### Cell area per tile

(3 px per um) 11 x 11 tiles, from black (low) to pale yellow (high), 0 to 100% covered.
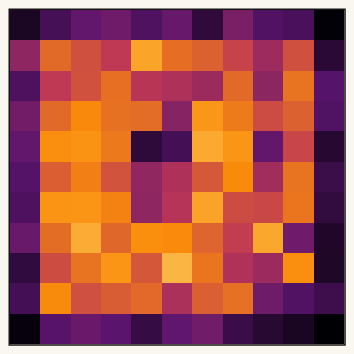
### Clock wiring as the flow saved it

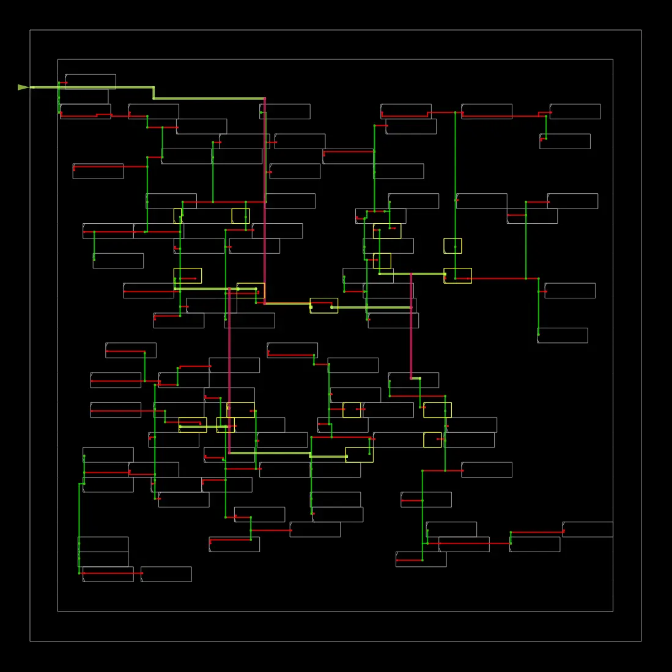
### Wiring by layer

(2 px per um)
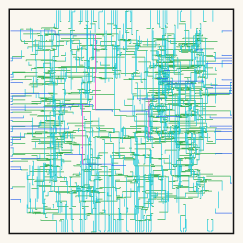
==> src/rtl/ofm_drain.sv <==
// ofm_drain: readback engine for the output feature-map buffer.
// Reads num_words packed words starting at base_addr, splits each word into
// LANES lanes (most-significant lane first) and streams them over valid/ready.
// Configuration macro: OFM_DRAIN_RELU_EN -- when defined, negative lanes are
// clamped to zero on the way out (combinational, no added latency).
module ofm_drain #(
  parameter int ADDR_W = 8,
  parameter int DATA_W = 64,
  parameter int LANE_W = 16,
  parameter int RD_LAT = 1
) (
  input  logic                         clk,
  input  logic                         rst_n,
  input  logic                         start,
  input  logic [ADDR_W-1:0]            base_addr,
  input  logic [ADDR_W:0]              num_words,
  output logic                         mem_ena,
  output logic [(DATA_W/LANE_W)*2-1:0] mem_wea,
  output logic [ADDR_W-1:0]            mem_addr,
  input  logic [DATA_W-1:0]            mem_dout,
  output logic [LANE_W-1:0]            out_data,
  output logic                         out_valid,
  input  logic                         out_ready,
  output logic                         busy,
  output logic                         done
);

  localparam int LANES  = DATA_W / LANE_W;
  localparam int LSEL_W = (LANES > 1) ? $clog2(LANES) : 1;
  localparam int WAIT_W = 2;

  typedef enum logic [2:0] {
    S_IDLE  = 3'd0,
    S_FETCH = 3'd1,
    S_WAIT  = 3'd2,
    S_EMIT  = 3'd3,
    S_FIN   = 3'd4
  } state_t;

  state_t              state_q, state_d;
  logic [ADDR_W-1:0]   addr_q, addr_d;
  logic [ADDR_W:0]     remain_q, remain_d;
  logic [DATA_W-1:0]   word_q, word_d;
  logic [LSEL_W-1:0]   lane_q, lane_d;
  logic [WAIT_W-1:0]   wait_q, wait_d;
  logic [LANE_W-1:0]   lane_raw;
  logic [LANE_W-1:0]   lane_out;
  logic                xfer;

  // Output decode: everything is a function of registered state only.
  assign out_valid = (state_q == S_EMIT);
  assign mem_ena   = (state_q == S_FETCH);
  assign mem_addr  = addr_q;
  assign mem_wea   = '0;
  assign busy      = (state_q != S_IDLE);
  assign done      = (state_q == S_FIN);
  assign xfer      = out_valid & out_ready;
  // Outside EMIT the lane bus is parked at zero so stale words never leak out.
  assign out_data  = out_valid ? lane_out : {LANE_W{1'b0}};

  // Lane select (lane 0 is the top slice of the word) plus optional clamp.
  always_comb begin
    lane_raw = word_q[(DATA_W-1) - (int'(lane_q) * LANE_W) -: LANE_W];
`ifdef OFM_DRAIN_RELU_EN
    if (lane_raw[LANE_W-1]) begin
      lane_out = {LANE_W{1'b0}};
    end else begin
      lane_out = lane_raw;
    end
`else
    lane_out = lane_raw;
`endif
  end

  // Next-state and datapath update for the drain FSM.
  always_comb begin
    state_d  = state_q;
    addr_d   = addr_q;
    remain_d = remain_q;
    word_d   = word_q;
    lane_d   = lane_q;
    wait_d   = wait_q;
    case (state_q)
      S_IDLE: begin
        if (start) begin
          if (num_words == {(ADDR_W+1){1'b0}}) begin
            state_d = S_FIN;
          end else begin
            addr_d   = base_addr;
            remain_d = num_words;
            lane_d   = {LSEL_W{1'b0}};
            state_d  = S_FETCH;
          end
        end else begin
          state_d = S_IDLE;
        end
      end
      S_FETCH: begin
        wait_d  = {WAIT_W{1'b0}};
        state_d = S_WAIT;
      end
      S_WAIT: begin
        // Read data is valid on the final wait cycle; capture it then.
        if (wait_q == WAIT_W'(RD_LAT - 1)) begin
          word_d  = mem_dout;
          lane_d  = {LSEL_W{1'b0}};
          state_d = S_EMIT;
        end else begin
          wait_d = wait_q + 1'b1;
        end
      end
      S_EMIT: begin
        if (xfer) begin
          if (lane_q == LSEL_W'(LANES - 1)) begin
            lane_d   = {LSEL_W{1'b0}};
            addr_d   = addr_q + 1'b1;
            remain_d = remain_q - 1'b1;
            if (remain_q == (ADDR_W+1)'(1)) begin
              state_d = S_FIN;
            end else begin
              state_d = S_FETCH;
            end
          end else begin
            lane_d = lane_q + 1'b1;
          end
        end else begin
          state_d = S_EMIT;
        end
      end
      S_FIN: begin
        state_d = S_IDLE;
      end
      default: begin
        state_d = S_IDLE;
      end
    endcase
  end

  // State and datapath registers; reset discards any partially drained word.
  always_ff @(posedge clk or negedge rst_n) begin
    if (!rst_n) begin
      state_q  <= S_IDLE;
      addr_q   <= {ADDR_W{1'b0}};
      remain_q <= {(ADDR_W+1){1'b0}};
      word_q   <= {DATA_W{1'b0}};
      lane_q   <= {LSEL_W{1'b0}};
      wait_q   <= {WAIT_W{1'b0}};
    end else begin
      state_q  <= state_d;
      addr_q   <= addr_d;
      remain_q <= remain_d;
      word_q   <= word_d;
      lane_q   <= lane_d;
      wait_q   <= wait_d;
    end
  end

endmodule
==> config.mk <==
export PLATFORM = sky130hd
export DESIGN_NAME = ofm_drain
export DESIGN_NICKNAME = d
export VERILOG_FILES = /design/src/rtl/ofm_drain.sv
export SDC_FILE = /design/constraint.sdc
export NUM_CORES = 1
export LEC_CHECK = 0
export CAP_MARGIN = 20
export CORE_MARGIN = 5
export CORE_UTILIZATION = 44
export DETAILED_ROUTE_END_ITERATION = 12
export PLACE_DENSITY_LB_ADDON = 0.08
export SLEW_MARGIN = 40
export SYNTH_ARGS = -nofsm -noshare
export SYNTH_HDL_FRONTEND = slang
export SYNTH_SLANG_ARGS = --single-unit
==> constraint.sdc <==
create_clock -name clk -period 3.68 [get_ports clk]
set_input_delay 0.368 -clock clk [delete_from_list [all_inputs] [get_ports clk]]
set_output_delay 0.368 -clock clk [all_outputs]
set_load 0.01 [all_outputs]
==> deck_impl_summary.md <==
Run Summary

Outcome
  • Status: completed

Setup path
  • Crit path cell chain: nand3b_1, buf_4, clkinv_1, and2_1, clkdlybuf4s50_1
  • CP Launch Type: register
  • Largest fanout on the critical path: 20
  • Worst endpoint required time: 3.31 ns
  • Slowest CP cell: dfrtp_1

Hold path
  • Worst min path class: in2async

Final timing
  • Final Hold Viols: 0
  • Final WS setup: 0.633 ns
  • Max Fclk: 328 MHz
  • Final period util: 82.8%
  • Final worst path period need: 3.05 ns

Floorplan
  • DIE HEIGHT: 111 um
  • Core area: 10200 um2
  • Die ar.: 12400 um2
  • Core Util at FP: 44.4%

Placement
  • Dpl cells: 594

Route
  • Antenna-violating nets left: 0
  • First DRT Iteration DRCs: 117
  • DRT Pass-1 Iters: 4
  • Routed vias: 3201

Layout
  • Design Area, Final: 5900 um2
  • Fraction of layout cells with a size suffix above 1: 22.6%
  • Fin util: 57.9%
  • P&R area growth vs syn: 30.3%
  • # nets final: 559
  • Most frequent cells in the layout: clkdlybuf4s50_1, dfrtp_1, mux2_2

Logic synthesis
  • And+or+nand+nor area frac: 9.84%
  • Synth Cell Area: 4530 um2
  • Synth Register Bits: 88
  • Yosys warns: 0
  • Top logic family: multiplexers

CTS
  • CTS tree: yes
  • H-tree depth: 3

GRT
  • Vias in the first global route: 3377
## Picture notes: 'Cell area per tile'
The mean over all tiles is 46%. The emptiest ninth of the die: south-east. 2.5% of the tiles are nearly empty.

## Picture notes: 'Clock wiring as the flow saved it'
final worst clock skew: 0.0144 ns
clk_lat worst skew: 0.35 ns
clock sink count: 88
# clk buffers: 10
Clk. pwr: 0.614 mW

## Picture notes: 'Wiring by layer'
Key: cyan = met2 [wire length 5010 um]; green = met1 [wire length 4430 um]; magenta = met4 [wire length 86.4 um]; blue = met3 [wire length 500 um]

==> synthesized netlist by cell type (all sizes together), types with 3 or more instances <==
master / count / area, um2
a21oi: 14 / 70.1
mux4: 16 / 360
nand3: 7 / 40.0
nor3: 7 / 46.3
dfrtp: 88 / 2200
a31oi: 11 / 68.8
buf: 28 / 171
mux2i: 3 / 30.0
o31ai: 4 / 30.0
o32ai: 4 / 35.0
nor4: 4 / 25.0
nand2: 20 / 75.1
and2: 18 / 113
ha: 5 / 62.6
o2bb2ai: 6 / 52.6
nor2: 7 / 28.8
a22oi: 3 / 22.5
mux2: 66 / 747
nor3b: 3 / 22.5
o21ai: 12 / 60.1
clkbuf: 3 / 11.3
inv: 8 / 30.0
==> worst paths after layout <==
path                             from            to  cells after the start
max                        state_q[0]  out_data[15]                      5
min                             rst_n     wait_q[0]                      1
max reg2reg                 lane_q[0]   mem_addr[0]                      5
min reg2reg                 wait_q[0]     wait_q[0]                      2
max in group asynchronous       rst_n    word_q[54]                      2
min in group clk            wait_q[0]     wait_q[0]                      2
==> metal layers <==
metal,vias up,part of all wire (%),track usage [%]
li1,1552,-,-
met4,0,0.86,3.65
met2,75,50,27.4
met5,-,0,0
met3,9,5.0,4.84
met1,1565,44,21.0
==> cells by family after synthesis <==
family	count (synthesis)
AND-OR/OR-AND	67
adder cells (fa/ha/maj)	5
buffers and inverters	40
flip-flops	88
multiplexers	85
other	1
AND/OR/NAND/NOR	78
==> worst max-delay path, delay by kind of cell, from the launching register on <==
family | cells | cell delay, ns
simple gates | 2 | 0.51
flops | 1 | 0.62
buf+inv | 3 | 1.19
==> where the power goes <==
| part | internal, mW | leakage (nW) | total (mW) | switching, mW |
|---|---|---|---|---|
| Sequential | 1.44 | 1.04 | 1.79 | 0.346 |
| Clock | 0.257 | 0.0918 | 0.614 | 0.358 |
| Combinational | 1.46 | 1.23 | 2.42 | 0.966 |
==> flip-flops by register name, summed over array words and instances, names as in the netlist <==
name and flops:
wait_q 2, mem_addr 8, word_q 64, remain_q 9, state_q 3, lane_q 2
==> final cells by class <==
class | instances | area (um2)
clock inverters | 6 | 52.6
flip-flops and latches | 88 | 2200
multi-input cells | 243 | 2130
fillers | 878 | 4280
inverters | 9 | 33.8
well taps | 136 | 170
repair buffers | 118 | 1180
clock buffers | 10 | 128
Power and IR drop assume default switching activity.
